==> config.mk <==
export PLATFORM = sky130hd
export DESIGN_NAME = count_sweep_ctrl_flat
export DESIGN_NICKNAME = d
export VERILOG_FILES = /design/src/rtl/count_sweep_ctrl_pkg.sv /design/src/rtl/count_sweep_ctrl_if.sv /design/src/rtl/count_sweep_ctrl_counter.sv /design/src/rtl/count_sweep_ctrl.sv /design/src/flat_wrapper.sv
export SDC_FILE = /design/constraint.sdc
export NUM_CORES = 1
export LEC_CHECK = 0
export CORE_MARGIN = 4
export CORE_UTILIZATION = 50
export DETAILED_ROUTE_END_ITERATION = 16
export GPL_ROUTABILITY_DRIVEN = 0
export PLACE_DENSITY = 0.78
export SYNTH_ARGS = -nofsm -noshare
export SYNTH_HDL_FRONTEND = slang
export SYNTH_SLANG_ARGS = --single-unit
==> constraint.sdc <==
create_clock -name clk -period 2.93 [get_ports clk]
set_input_delay 0.879 -clock clk [delete_from_list [all_inputs] [get_ports clk]]
set_output_delay 0.879 -clock clk [all_outputs]
set_load 0.05 [all_outputs]
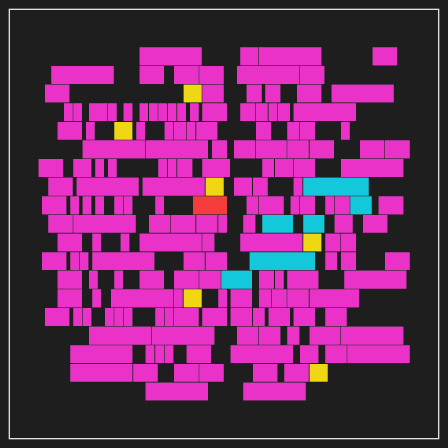
Run 1: cell sizes after repair
| color | size | cells | share |
|---|---|---|---|
| red | drive 6 and up | 1 | 0.55% |
| magenta | drive 1 or less | 170 | 93% |
| yellow | drive 3 to 4 | 6 | 3.3% |
| cyan | drive 2 | 6 | 3.3% |
P&R area growth vs syn: 23.3%
area of all placed cells without fillers: 0.00183 sq mm

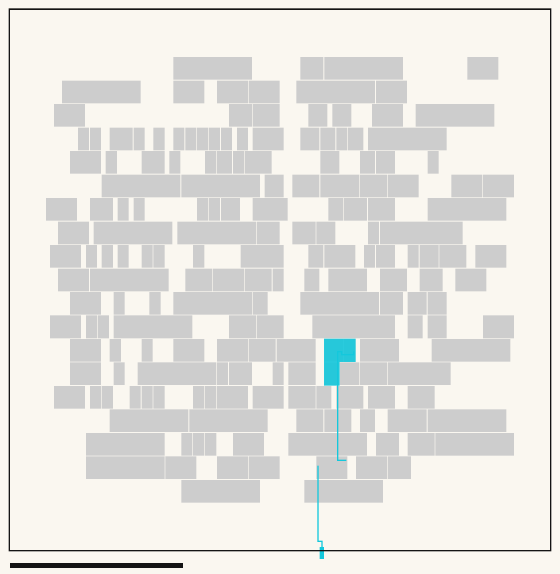
Run 1: wires at chosen ports, followed through buffers
The bar under the picture is 20 um long.
| color | port | direction | edge | end cells | buffers | wire |
|---|---|---|---|---|---|---|
| cyan | bus_tick | input | bottom | 3 | 1 | 25.8 um |
number of port buffers: 29
I/O pin count: 30

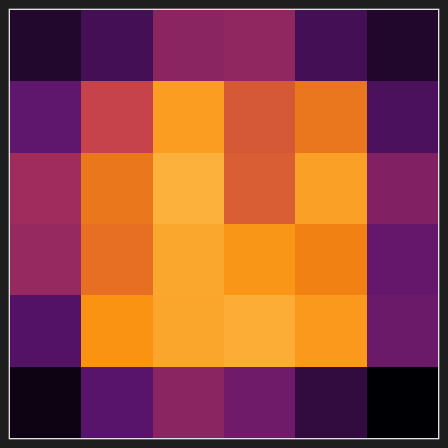
Run 1: cell density map
6 x 6 tiles, from black (low) to pale yellow (high), 0 to 100% covered.
mean over tiles: 46%
nearly empty tiles: 2.8%
densest ninth of the die: middle
initial core utilization: 53.0%
Layout Utilization: 65.3%

==> metrics.yaml, run 1 <==
status: "finished clean"
synth-edff-count: 0
power_switching_share_pct: 40.6
biggestCellCategory: "logic gates"
number_of_global_route_vias_before_repair: 1147
endpoint_kind: "output port"
synth.yosys.warnings: 0
cp.depth: 1
arrival_ps: 1710
place.detailed.hpwl_um: 2290
combined_flip_flop_and_latch_cell_area_sq_um: 703
power.leakage_nw: 0.881
drv.max_cap_violation_count: 0
cell_internal_pwr_uw: 808
synth.top_cell.area_share_pct: 43.8
setup_tns_ps: 0
grt_start_max_net_pins: 29
drcViolationCount: 0
worst_hold_path.num_cells: 2
final_nets: 207
finalCritPeriodShare_pct: 88.3
cts_repair_resize_count: 0
top_usage_layer: "met2"
die_y_um: 62.5
number_of_nets_at_floorplan: 177
clock_sinks: 28
crit_path_top_delay_cell: "sky130_fd_sc_hd__clkdlybuf4s50_1"
n_fill_cell: 246
clk_buf: 4
synth_flop_type: "sky130_fd_sc_hd__dfrtp_1"
buffer_depth_of_the_longest_clock_path: 2
ys_ff: 28
worst-r2r-cell-count: 6
routed-wl-met3_um: 168
grtUsageMet3_pct: 3.24
sw_power_uw: 553
first_pass_iters: 4
wl_um: 3030
netlist.top_cell.by_area: "sky130_fd_sc_hd__dfrtp_1"
async_reset_ff_share_pct: 100
die_boundary_width_um: 62.5
synth.top_cells.by_area: "sky130_fd_sc_hd__dfrtp_1 (44%), sky130_fd_sc_hd__nand2_1 (11%), sky130_fd_sc_hd__mux2i_1 (4.7%)"
cts_inserted_buffers: 3
fp_rows: 19
openroad_warnings: 26
power-per-cell-area_mw_per_mm2: 742
timing.final.crit_period_ps: 2590
finalSetupViolCount: 0
route.layer.met1.wl_um: 1400
grt.total_usage_pct: 16.4
run 1: worst min-delay path, stage by stage, from the launching register on:
cell and delay (ps):
sky130_fd_sc_hd__dfrtp_1 370, sky130_fd_sc_hd__nand2_1 50, sky130_fd_sc_hd__nand2_1 50
run 1: power groups by stage:
stage	sequential (mW)	combinational, mW	clock, mW
after global placement	0.570	0.587	0
after floorplan	0.677	0.320	0
after global routing	0.583	0.651	0.220
final	0.572	0.597	0.191
after detailed placement	0.576	0.598	0
after CTS	0.569	0.602	0.197
run 1: synthesized netlist by cell type, types with 3 or more instances:
master,n
sky130_fd_sc_hd__nand2b_1,4
sky130_fd_sc_hd__xnor2_1,5
sky130_fd_sc_hd__clkbuf_1,4
sky130_fd_sc_hd__nand2_1,44
sky130_fd_sc_hd__inv_1,4
sky130_fd_sc_hd__dfrtp_1,26
sky130_fd_sc_hd__o22a_1,8
sky130_fd_sc_hd__xor2_1,5
sky130_fd_sc_hd__mux2i_1,7
sky130_fd_sc_hd__a21oi_1,6
sky130_fd_sc_hd__nand3_1,4
sky130_fd_sc_hd__ha_1,3
run 1: metrics by stage:
stage	utilization (%)	instance area [sq um]	power, mW	hold WS, ps	setup WS [ps]
finish	65.3	1830	1.36	495	343
floorplan	-	1490	0.998	431	721
global route	65.3	1830	1.45	527	294
CTS	65.3	1830	1.37	500	338
global placement	64.1	1800	1.16	451	370
detailed placement	64.1	1800	1.17	464	337
run 1: cell families (layout without fill, tap and decap cells):
group | after synthesis | count (layout) | share of synthesized area, %
adder cells (fa/ha/maj) | 4 | 4 | 3.87
AND-OR/OR-AND | 24 | 24 | 12.2
buffers and inverters | 11 | 40 | 3.79
multiplexers | 7 | 7 | 4.71
flip-flops | 28 | 28 | 47.3
AND/OR/NAND/NOR | 70 | 70 | 22.2
XOR/XNOR | 10 | 10 | 5.89
--- run 2 (diff from run 1) ---
--- a/config.mk
+++ b/config.mk
@@ -5,6 +5,7 @@
 export SDC_FILE = /design/constraint.sdc
 export NUM_CORES = 1
 export LEC_CHECK = 0
+export CAP_MARGIN = 20
 export CORE_MARGIN = 4
 export CORE_UTILIZATION = 50
 export DETAILED_ROUTE_END_ITERATION = 16
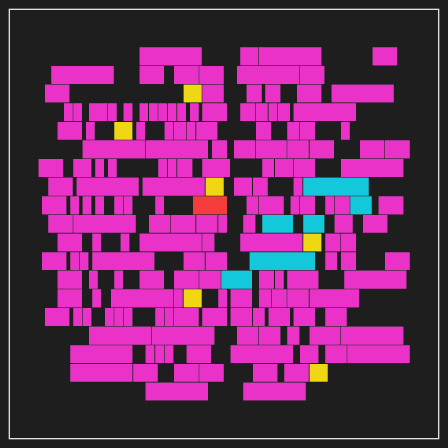
Run 2: cell sizes after repair
slack of the critical path: 343 ps
Buffers excl. clock: 32

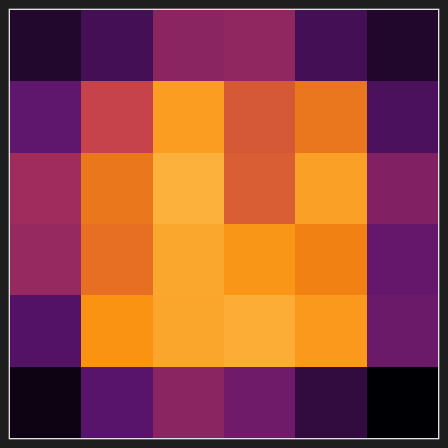
Run 2: cell density map
6 x 6 tiles, from black (low) to pale yellow (high), 0 to 100% covered.
tiles over 75% full: 25%
fullest tile: 83%
mean over tiles: 46%
Std-Cell Core Area: 0.00281 sq mm

==> metrics.yaml, run 2 <==
cp.depth: 1  # unchanged
layout.cell_area.non_filler_sq_mm: 0.00183  # unchanged
drcViolationCount: 0  # unchanged
setup_tns_ps: 0  # unchanged
timing.final.crit_period_ps: 2590  # unchanged
netlist.top_cell.by_instances: "sky130_fd_sc_hd__nand2_1"
cts_inserted_buffers: 3  # unchanged
die_boundary_width_um: 62.5  # unchanged
synth_flop_type: "sky130_fd_sc_hd__dfrtp_1"
synth.yosys.warnings: 0  # unchanged
place.detailed.hpwl_um: 2290  # unchanged
clock_sinks: 28  # unchanged
synth-edff-count: 0  # unchanged
synth.top_cells.by_area: "sky130_fd_sc_hd__dfrtp_1 (44%), sky130_fd_sc_hd__nand2_1 (11%), sky130_fd_sc_hd__mux2i_1 (4.7%)"
worst_hold_path.num_cells: 2  # unchanged
placement.io_buffers: 29  # unchanged
placedInstanceArea_sq_mm: 0.00180  # unchanged
cell_internal_pwr_uw: 808  # unchanged
number_of_nets_at_floorplan: 177  # unchanged
grt.total_usage_pct: 16.4  # unchanged
endpoint_kind: "output port"
netlist.top_cell.by_area: "sky130_fd_sc_hd__dfrtp_1"
wl_um: 3030  # unchanged
synth.top_cell.area_share_pct: 43.8  # unchanged
netlist_top_cells_count: "sky130_fd_sc_hd__nand2_1 (44), sky130_fd_sc_hd__dfrtp_1 (26), sky130_fd_sc_hd__o22a_1 (8)"
ioPinCount: 30  # unchanged
layout_utilization_pct: 65.3  # unchanged
async_reset_ff_share_pct: 100  # unchanged
worst-r2r-cell-count: 6  # unchanged
first_pass_iters: 4  # unchanged
finalCritPeriodShare_pct: 88.3  # unchanged
status: "finished clean"
cts_repair_resize_count: 0  # unchanged
arrival_ps: 1710  # about the same
drv.max_cap_violation_count: 0  # unchanged
[run 2: kinds of logic (layout without fill, tap and decap cells)]
family / Yosys count / count (layout) / share of synthesized area, %
AND-OR/OR-AND: 24 / 24 / 12.2
adder cells (fa/ha/maj): 4 / 4 / 3.87
buffers and inverters: 11 / 40 / 3.79
multiplexers: 7 / 7 / 4.71
XOR/XNOR: 10 / 10 / 5.89
flip-flops: 28 / 28 / 47.3
AND/OR/NAND/NOR: 70 / 70 / 22.2
[run 2: power by group through the flow]
stage	combinational [mW]	clock, mW	sequential, mW
5_1_grt	0.651	0.220	0.583
3_5_place_dp	0.598	0	0.576
2_1_floorplan	0.320	0	0.677
4_1_cts	0.602	0.197	0.569
3_3_place_gp	0.587	0	0.570
6_report	0.597	0.191	0.572
[run 2: area by class of cell]
| cell class | count | area (sq um) |
|---|---|---|
| inverters | 4 | 15.0 |
| fillers | 246 | 972 |
| clock buffers | 4 | 36.3 |
| repair buffers | 32 | 313 |
| well taps | 31 | 38.8 |
| multi-input cells | 115 | 727 |
| flip-flops and latches | 28 | 703 |
[run 2: worst register-to-register path: stages (launching register included)]
cell                      delay, ps
sky130_fd_sc_hd__dfstp_2        650
sky130_fd_sc_hd__mux2i_1        250
sky130_fd_sc_hd__xor2_1         190
sky130_fd_sc_hd__nand4_2        160
sky130_fd_sc_hd__or3_1          510
sky130_fd_sc_hd__o31ai_1        290
sky130_fd_sc_hd__a21oi_1         90
[run 2: routing by layer]
layer  up-vias  part of all wire (%)  GRT usage (%)
met2        33                    47           27.8
met4         0                   1.5           5.79
met3         6                   5.6           3.24
met1       554                    46           20.6
met5         -                     0              0
li1        580                     -              -
Power figures rest on the tool's default switching activity, not on a simulated workload.
